==> src/rtl/my_gpio_unit.sv <==
// GPIO unit: CPU-writable LED register, synchronised and debounced switches and push-button,
// and a one-cycle trap release pulse per accepted press. Debounce counters exist only with MY_GPIO_DEBOUNCE_EN.
module my_gpio_unit #(
  parameter int DATA_WIDTH      = 8,
  parameter int DEBOUNCE_CYCLES = 50000
) (
  input  logic                  clk,
  input  logic                  rst,
  input  logic                  gpio_ctrl_write,
  input  logic [DATA_WIDTH-1:0] gpio_data_out,
  output logic [DATA_WIDTH-1:0] gpio_data_in,
  output logic                  trap_trigger,
  input  logic [DATA_WIDTH-1:0] sw,
  input  logic                  button_n,
  output logic [DATA_WIDTH-1:0] led
);

  if ((DEBOUNCE_CYCLES < 2) || (DEBOUNCE_CYCLES > (1 << 20))) begin : g_bad_debounce_cycles
    $error("my_gpio_unit: DEBOUNCE_CYCLES must lie in 2 .. 2**20");
  end

  logic [DATA_WIDTH-1:0] r_led;
  logic [DATA_WIDTH-1:0] r_sw_s1, r_sw_s2, r_sw_stable, w_sw_stable_nxt;
  logic                  r_btn_s1, r_btn_s2, r_btn_stable, w_btn_stable_nxt;
  logic                  r_trap;

  // NOTE: sequential state uses non-blocking assignments so every flop samples pre-edge values.
  always_ff @(posedge clk or posedge rst) begin
    if (rst) begin
      r_led <= '0;
    end else if (gpio_ctrl_write) begin
      r_led <= gpio_data_out;
    end
  end

  // The button is inverted before synchronising, so the reset value 0 means "released".
  always_ff @(posedge clk or posedge rst) begin
    if (rst) begin
      r_sw_s1  <= '0;
      r_sw_s2  <= '0;
      r_btn_s1 <= 1'b0;
      r_btn_s2 <= 1'b0;
    end else begin
      r_sw_s1  <= sw;
      r_sw_s2  <= r_sw_s1;
      r_btn_s1 <= ~button_n;
      r_btn_s2 <= r_btn_s1;
    end
  end

`ifdef MY_GPIO_DEBOUNCE_EN
  localparam int CNT_W = $clog2(DEBOUNCE_CYCLES);
  localparam logic [CNT_W-1:0] CNT_MAX = CNT_W'(DEBOUNCE_CYCLES - 1);

  logic [CNT_W-1:0] r_sw_cnt, w_sw_cnt_nxt;
  logic [CNT_W-1:0] r_btn_cnt, w_btn_cnt_nxt;

  // The count is not restarted by a new non-stable value; whatever s2 holds at the commit edge wins.
  always_comb begin
    // NOTE: defaults first, so no path through this block can infer a latch.
    w_sw_stable_nxt  = r_sw_stable;
    w_sw_cnt_nxt     = '0;
    w_btn_stable_nxt = r_btn_stable;
    w_btn_cnt_nxt    = '0;
    if (r_sw_s2 != r_sw_stable) begin
      if (r_sw_cnt == CNT_MAX) w_sw_stable_nxt = r_sw_s2;
      else                     w_sw_cnt_nxt    = r_sw_cnt + CNT_W'(1);
    end
    if (r_btn_s2 != r_btn_stable) begin
      if (r_btn_cnt == CNT_MAX) w_btn_stable_nxt = r_btn_s2;
      else                      w_btn_cnt_nxt    = r_btn_cnt + CNT_W'(1);
    end
  end

  always_ff @(posedge clk or posedge rst) begin
    if (rst) begin
      r_sw_cnt  <= '0;
      r_btn_cnt <= '0;
    end else begin
      r_sw_cnt  <= w_sw_cnt_nxt;
      r_btn_cnt <= w_btn_cnt_nxt;
    end
  end
`else
  assign w_sw_stable_nxt  = r_sw_s2;
  assign w_btn_stable_nxt = r_btn_s2;
`endif

  // The pulse is raised on the same edge that the button stable register rises.
  always_ff @(posedge clk or posedge rst) begin
    if (rst) begin
      r_sw_stable  <= '0;
      r_btn_stable <= 1'b0;
      r_trap       <= 1'b0;
    end else begin
      r_sw_stable  <= w_sw_stable_nxt;
      r_btn_stable <= w_btn_stable_nxt;
      r_trap       <= w_btn_stable_nxt & ~r_btn_stable;
    end
  end

  assign led          = r_led;
  assign gpio_data_in = r_sw_stable;
  assign trap_trigger = r_trap;

endmodule

==> config.mk <==
export PLATFORM = sky130hd
export DESIGN_NAME = my_gpio_unit
export DESIGN_NICKNAME = d
export VERILOG_FILES = /design/src/rtl/my_gpio_unit.sv
export SDC_FILE = /design/constraint.sdc
export NUM_CORES = 1
export LEC_CHECK = 0
export CORE_MARGIN = 4
export CORE_UTILIZATION = 44
export CTS_CLUSTER_SIZE = 30
export DETAILED_ROUTE_END_ITERATION = 10
export PLACE_DENSITY = 0.86
export SETUP_SLACK_MARGIN = 0.4
export SYNTH_ARGS = -nofsm -noshare
export SYNTH_HDL_FRONTEND = slang
export SYNTH_SLANG_ARGS = --single-unit
==> constraint.sdc <==
create_clock -name clk -period 2.15 [get_ports clk]
set_input_delay 0.3225 -clock clk [delete_from_list [all_inputs] [get_ports clk]]
set_output_delay 0.3225 -clock clk [all_outputs]
set_load 0.005 [all_outputs]
Figure 1. Metal 1 (run 1).
Scale: 8 px per um. Supply wires on this layer in grey.
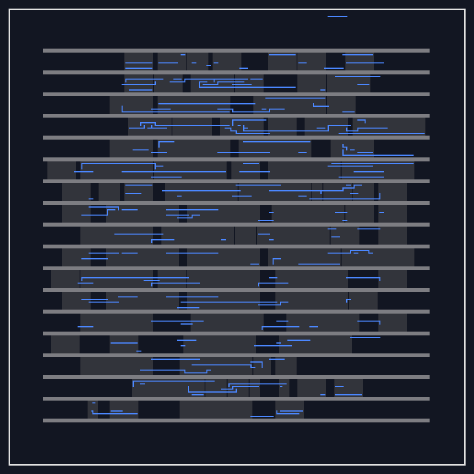
nets with wire on the layer = 91
main direction = horizontal
longest straight run = 13.3 um
wire length on this layer = 595 um
final wirelength: 1640 um
DR vias: 502
met1 capacity usage during global routing: 11.3%

Figure 2. M2 wires (run 1).
Scale: 8 px per um.
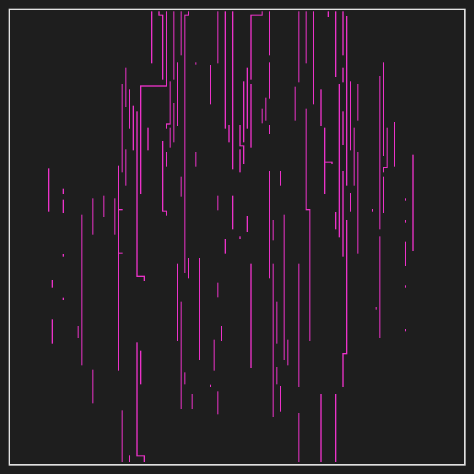
wire length on this layer = 839 um
share of all routed wire = 51%

Figure 3. Signal wires on met3 (run 1).
Scale: 10 px per um.
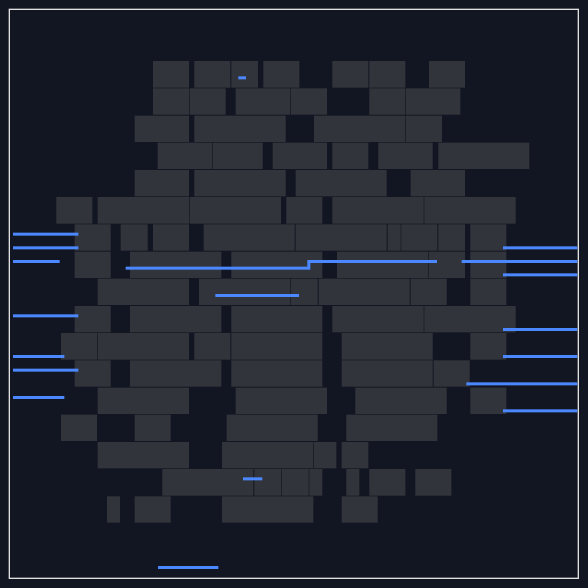
main direction = horizontal
wire length on this layer = 144 um
nets with wire on the layer = 16
longest straight run = 18.2 um
share of all routed wire = 8.7%
met3 Use GR: 5.29%

Figure 4. Clock distribution (run 1).
Scale: 4 px per um.
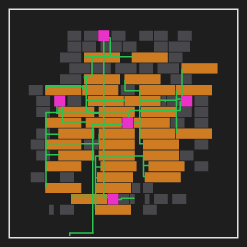
green -> clock wires  # length 340 um
orange -> flip-flops  # count 36
magenta -> clock-net drivers  # count 5
routed clock nets = 6
clock network fraction of design power: 28.8%
clock tree skew after final layout: 3.82 ps
worst-skew pair later-pin latency: 320 ps
clock network power: 350 uW

==> design notes, run 1 <==
STA classifies the critical path endpoint as an output port. The sequential cell count was 36; the fraction of standard cell area in multi-input logic was 8.40%. Entering global routing, the biggest net connects 20 pins.

The logs give 0 for the number of gates resized after CTS and 0 ps for the final total negative setup slack. The cell at the slowest stage of the critical path was clkdlybuf4s50_1. Clock transition at the register clock pins on the worst setup and hold paths after CTS: 90 ps. The endpoint identified for the worst register-to-register timing path is led[7]. At the floorplan stage, the core utilization is reported as 46.8%.

In this run the count of I/O pins placed on the die edge is 37. According to the hold report, the worst path is of the in2async type. Buffers added to address setup during post-CTS repair amount to 0. The layout report lists the non-clock buffer share of cell area as 25.0%. The global-route total usage across every layer was 11.4%.

Once detailed placement completed, the half-perimeter wirelength came to 1250 um. The cell count along the critical path was 1. The final layout report lists a non-clock inverter count of 2. The logs give 126 um^2 for the combinational gate area and 67.3% for the fraction of the core area covered by cells at the end of the flow. The most common logic cells in the final layout are 36 x dfrtp_1, 36 x clkdlybuf4s50_1, 8 x mux2_4. The tools report the global-route wire length before repair as 2480 um. The final critical path takes up 72.6% of the cycle. Per the OpenROAD floorplan log, the height of the die is 56.8 um.

TritonCTS created 5 clock buffers. The run gives 2 as the maximum level of the CTS H-tree. STA lists the startpoint of the worst register-to-register path as led[7]. For reference, the final report shows the hold violation count at 0. Summing all flip-flop and latch instances after layout gives 901 um^2.

Across the run, the number of max-cap violations was 0. The startpoint kind of the worst setup timing path was a register. When the netlist entered floorplanning its net count stood at 68.

For reference, the critical path cell chain is clkdlybuf4s50_1. The number of well-tap cells placed came out at 28. Ranked by total area, the top cell class in this layout is sequential cells.

The number of rows in the core area was 17. The global route stage reports its total congestion overflow as 0. The run gives 157 for the final-layout fill cell count. Leaving out filler cells and counting taps, the final layout contains 121.

The register fraction of the total cell area was 59.9%. The flow ran to the end, and the final reports show no timing, DRC or antenna violations. The number of distinct library cells after synthesis was 5; the timing-limited maximum frequency was 641 MHz. The end-of-flow timing check tallies setup violations at 0. The count of cells along the worst register-to-register path is 1. The post-synth register bit count is 36. The post-cts hold-fix buffer tally came out at 0. Relative to the synthesized area, the layout overhead comes to 43.8%. The detailed placer reported the number of placed instances as 113. The initial antenna violation count was 0.
-- run 1: flip-flops by register name, indices dropped and copies added, names as in the netlist --
name          count
gpio_data_in      8
led               8
r_sw_s1           8
r_sw_s2           8
r_btn_s1          1
r_btn_s2          1
r_btn_stable      1
trap_trigger      1
-- run 1: layer usage --
| metal | vias up | track usage (%) | routed length (um) |
|---|---|---|---|
| met2 | 21 | 17.7 | 838 |
| li1 | 237 | - | - |
| met3 | 5 | 5.29 | 143 |
| met5 | - | 0 | 0 |
| met4 | 0 | 9.93 | 67 |
| met1 | 239 | 11.3 | 594 |
-- run 1: cell usage after synthesis --
| cell | count |
|---|---|
| buf_6 | 1 |
| dfrtp_1 | 36 |
| inv_1 | 2 |
| mux2_4 | 8 |
| nor2b_1 | 1 |
-- run 1: kinds of logic (layout without fill, tap and decap cells) --
| kind of cell | Yosys count | count (layout) | synth area share [%] |
|---|---|---|---|
| muxes | 8 | 8 | 11.5 |
| and+or+nand+nor | 1 | 1 | 0.598 |
| DFF | 36 | 36 | 86.1 |
| buffers and inverters | 3 | 48 | 1.79 |
-- run 1: power breakdown --
| group | leakage, nW | switching (mW) | total, mW | internal, mW |
|---|---|---|---|---|
| clock | 0.0326 | 0.189 | 0.350 | 0.161 |
| combinational | 0.229 | 0.0370 | 0.131 | 0.0941 |
| sequential | 0.421 | 0.0175 | 0.735 | 0.718 |
-- run 1: metrics by stage --
| stage | worst slack [ps] | cell area [um^2] | power [mW] |
|---|---|---|---|
| after detailed placement | 563 | 1450 | 0.883 |
| after global placement | 607 | 1450 | 0.875 |
| after floorplan | 1020 | 1050 | 0.787 |
| final | 589 | 1500 | 1.22 |
| after CTS | 555 | 1500 | 1.24 |
| after global routing | 536 | 1500 | 1.28 |
==> run 2, diff against run 1 <==
Settings changed: CORE_UTILIZATION 44 to 42, PLACE_DENSITY 0.86 to 0.83.
Clock period 2.15 ns to 1.5 ns, I/O delays scaled along.
Figure 5. Track usage over the die (run 2).
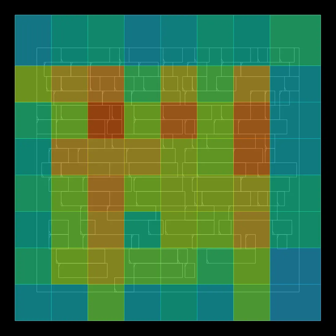
met3 Use GR: 6.46%
met2 GRT Util: 19.2%
layer with the highest usage: met2
total global-route track usage: 11.7%

Figure 6. Signal wires on met3 (run 2).
Scale: 10 px per um.
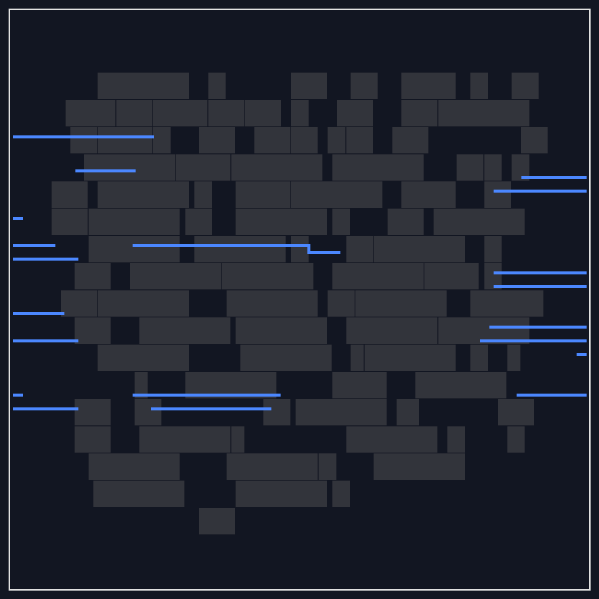
main direction = horizontal
longest straight run = 17.5 um
wire length on this layer = 156 um
nets with wire on the layer = 17
final wirelength: 1670 um
DR vias: 547

Figure 7. M2 wires (run 2).
Scale: 8 px per um.
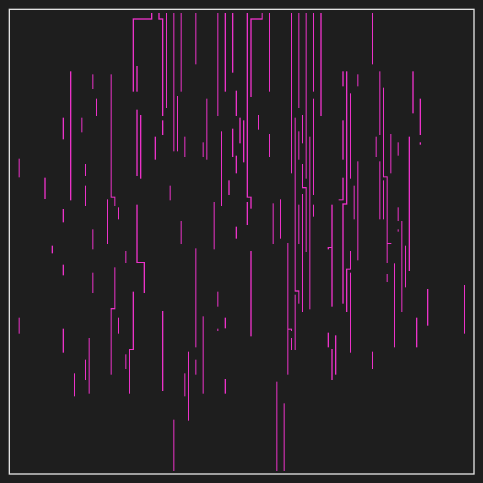
wire length on this layer = 887 um
share of all routed wire = 53%
nets with wire on the layer = 104
main direction = vertical

==> design notes, run 2 <==
The flow ran to the end, and the final reports show no timing, DRC or antenna violations. The die outline height is 57.9 um, and the number of rows in the core area is 17. The clock transition at the register clock pins on the worst setup and hold paths after CTS was 100 ps; the number of nets in the synthesized netlist was 68.

The logs give 1480 um^2 for the design area and 5 for the number of clock buffers inserted by TritonCTS. Clock latency on the worst-skew pair, taken at its later pin, is 330 ps. The final total negative setup slack was 0 ps; the combinational gate area was 126 um^2.

Number of enable flip-flop cells: 0. The initial antenna violation count was 0; the synthesized-area fraction occupied by ao, oa, aoi and oai cells was 0%. The most numerous cell in the Yosys netlist was dfrtp_1.

After detailed routing, the wire length on met1 is 577 um. The number of different library cells used by synthesis comes to 5. The global-route wire length before repair is 2660 um.

Per the STA report, the cell with the highest stage delay on the worst path is dfrtp_1. The top routing layer in use was met4. The tools report the terminus of the critical flop-to-flop path as led[3].

Counting instances in the post-synthesis netlist gives the leading cell types as 36 x dfrtp_1, 8 x mux2_4, 2 x inv_1. STA classifies the critical path startpoint as a register. The adder-cell area share of the yosys netlist was 0%. With the largest net degree at the start of global routing at 37, the count of max-cap constraint violations is 0.

The report lists the cells along the critical path as buf_2. Among all flip-flop cells after synthesis, the most frequent one is dfrtp_1. At the floorplan stage, the core utilization is reported as 45.5%. Clock skew on the completed layout was measured at 14.8 ps. In the layout the commonest cells are 36 x dfrtp_1, 19 x clkdlybuf4s50_1, 17 x buf_2. The fraction of synthesized cell area in xor and xnor cells was 0%; the overall overflow remaining after global route was 0.

The run gives 177 for the final-layout fill cell count. After detailed placement, the total cell area comes to 1460 um^2. The capturing element type of the critical path is an output port.

The run gives 2 as the maximum level of the CTS H-tree.
-- run 2: worst max path at each step --
stage	slack, ps	endpoint	depth (start not counted)	start
after floorplan	470	gpio_data_in[0]	1	rst
after global placement	200	led[2]	3	gpio_ctrl_write
after detailed placement	170	led[6]	3	gpio_ctrl_write
after CTS	390	led[4]	1	led[4]
after global routing	370	led[4]	1	led[4]
final	420	led[4]	1	led[4]
-- run 2: worst min-delay path, delay by kind of cell --
kind,cells,cell delay (ps)
buffers and inverters,3,710
-- run 2: cell families after synthesis --
family                 count (synthesis)
buffers and inverters                  3
AND/OR/NAND/NOR                        1
flip-flops                            36
multiplexers                           8
-- run 2: through the flow --
step	std cells	total power, mW	hold slack [ps]	setup WS (ps)	util (%)
after floorplan	48	1.13	256	471	-
after global routing	128	1.84	251	367	64.6
after CTS	125	1.76	241	390	63.6
after detailed placement	113	1.27	335	166	63.5
after global placement	113	1.26	332	201	63.5
final	128	1.74	240	424	64.6
-- run 2: timing repair --
item / in CTS / in global routing
setup endpoints to repair: 17 / 7
gates resized: 68 / 0
buffers inserted: 4 / 3
endpoints found under the hold margin: 0 / 0
gates cloned: 0 / 0
-- run 2: layout make-up --
cell class | count | area share [%]
Sequential cell | 36 | 60.7
Multi-Input combinational cell | 9 | 8.52
Tap cell | 28 | 2.36
Inverter | 2 | 0.506
Timing Repair Buffer | 45 | 23.9
Clock buffer | 8 | 3.96
-- run 2: report_power, final --
part	internal (mW)	leakage [nW]	switching [mW]
Sequential	1.03	0.421	0.0187
Combinational	0.126	0.269	0.0619
Clock	0.231	0.0326	0.275
Total	1.39	0.722	0.356
Power is estimated from default activity; no workload was simulated.
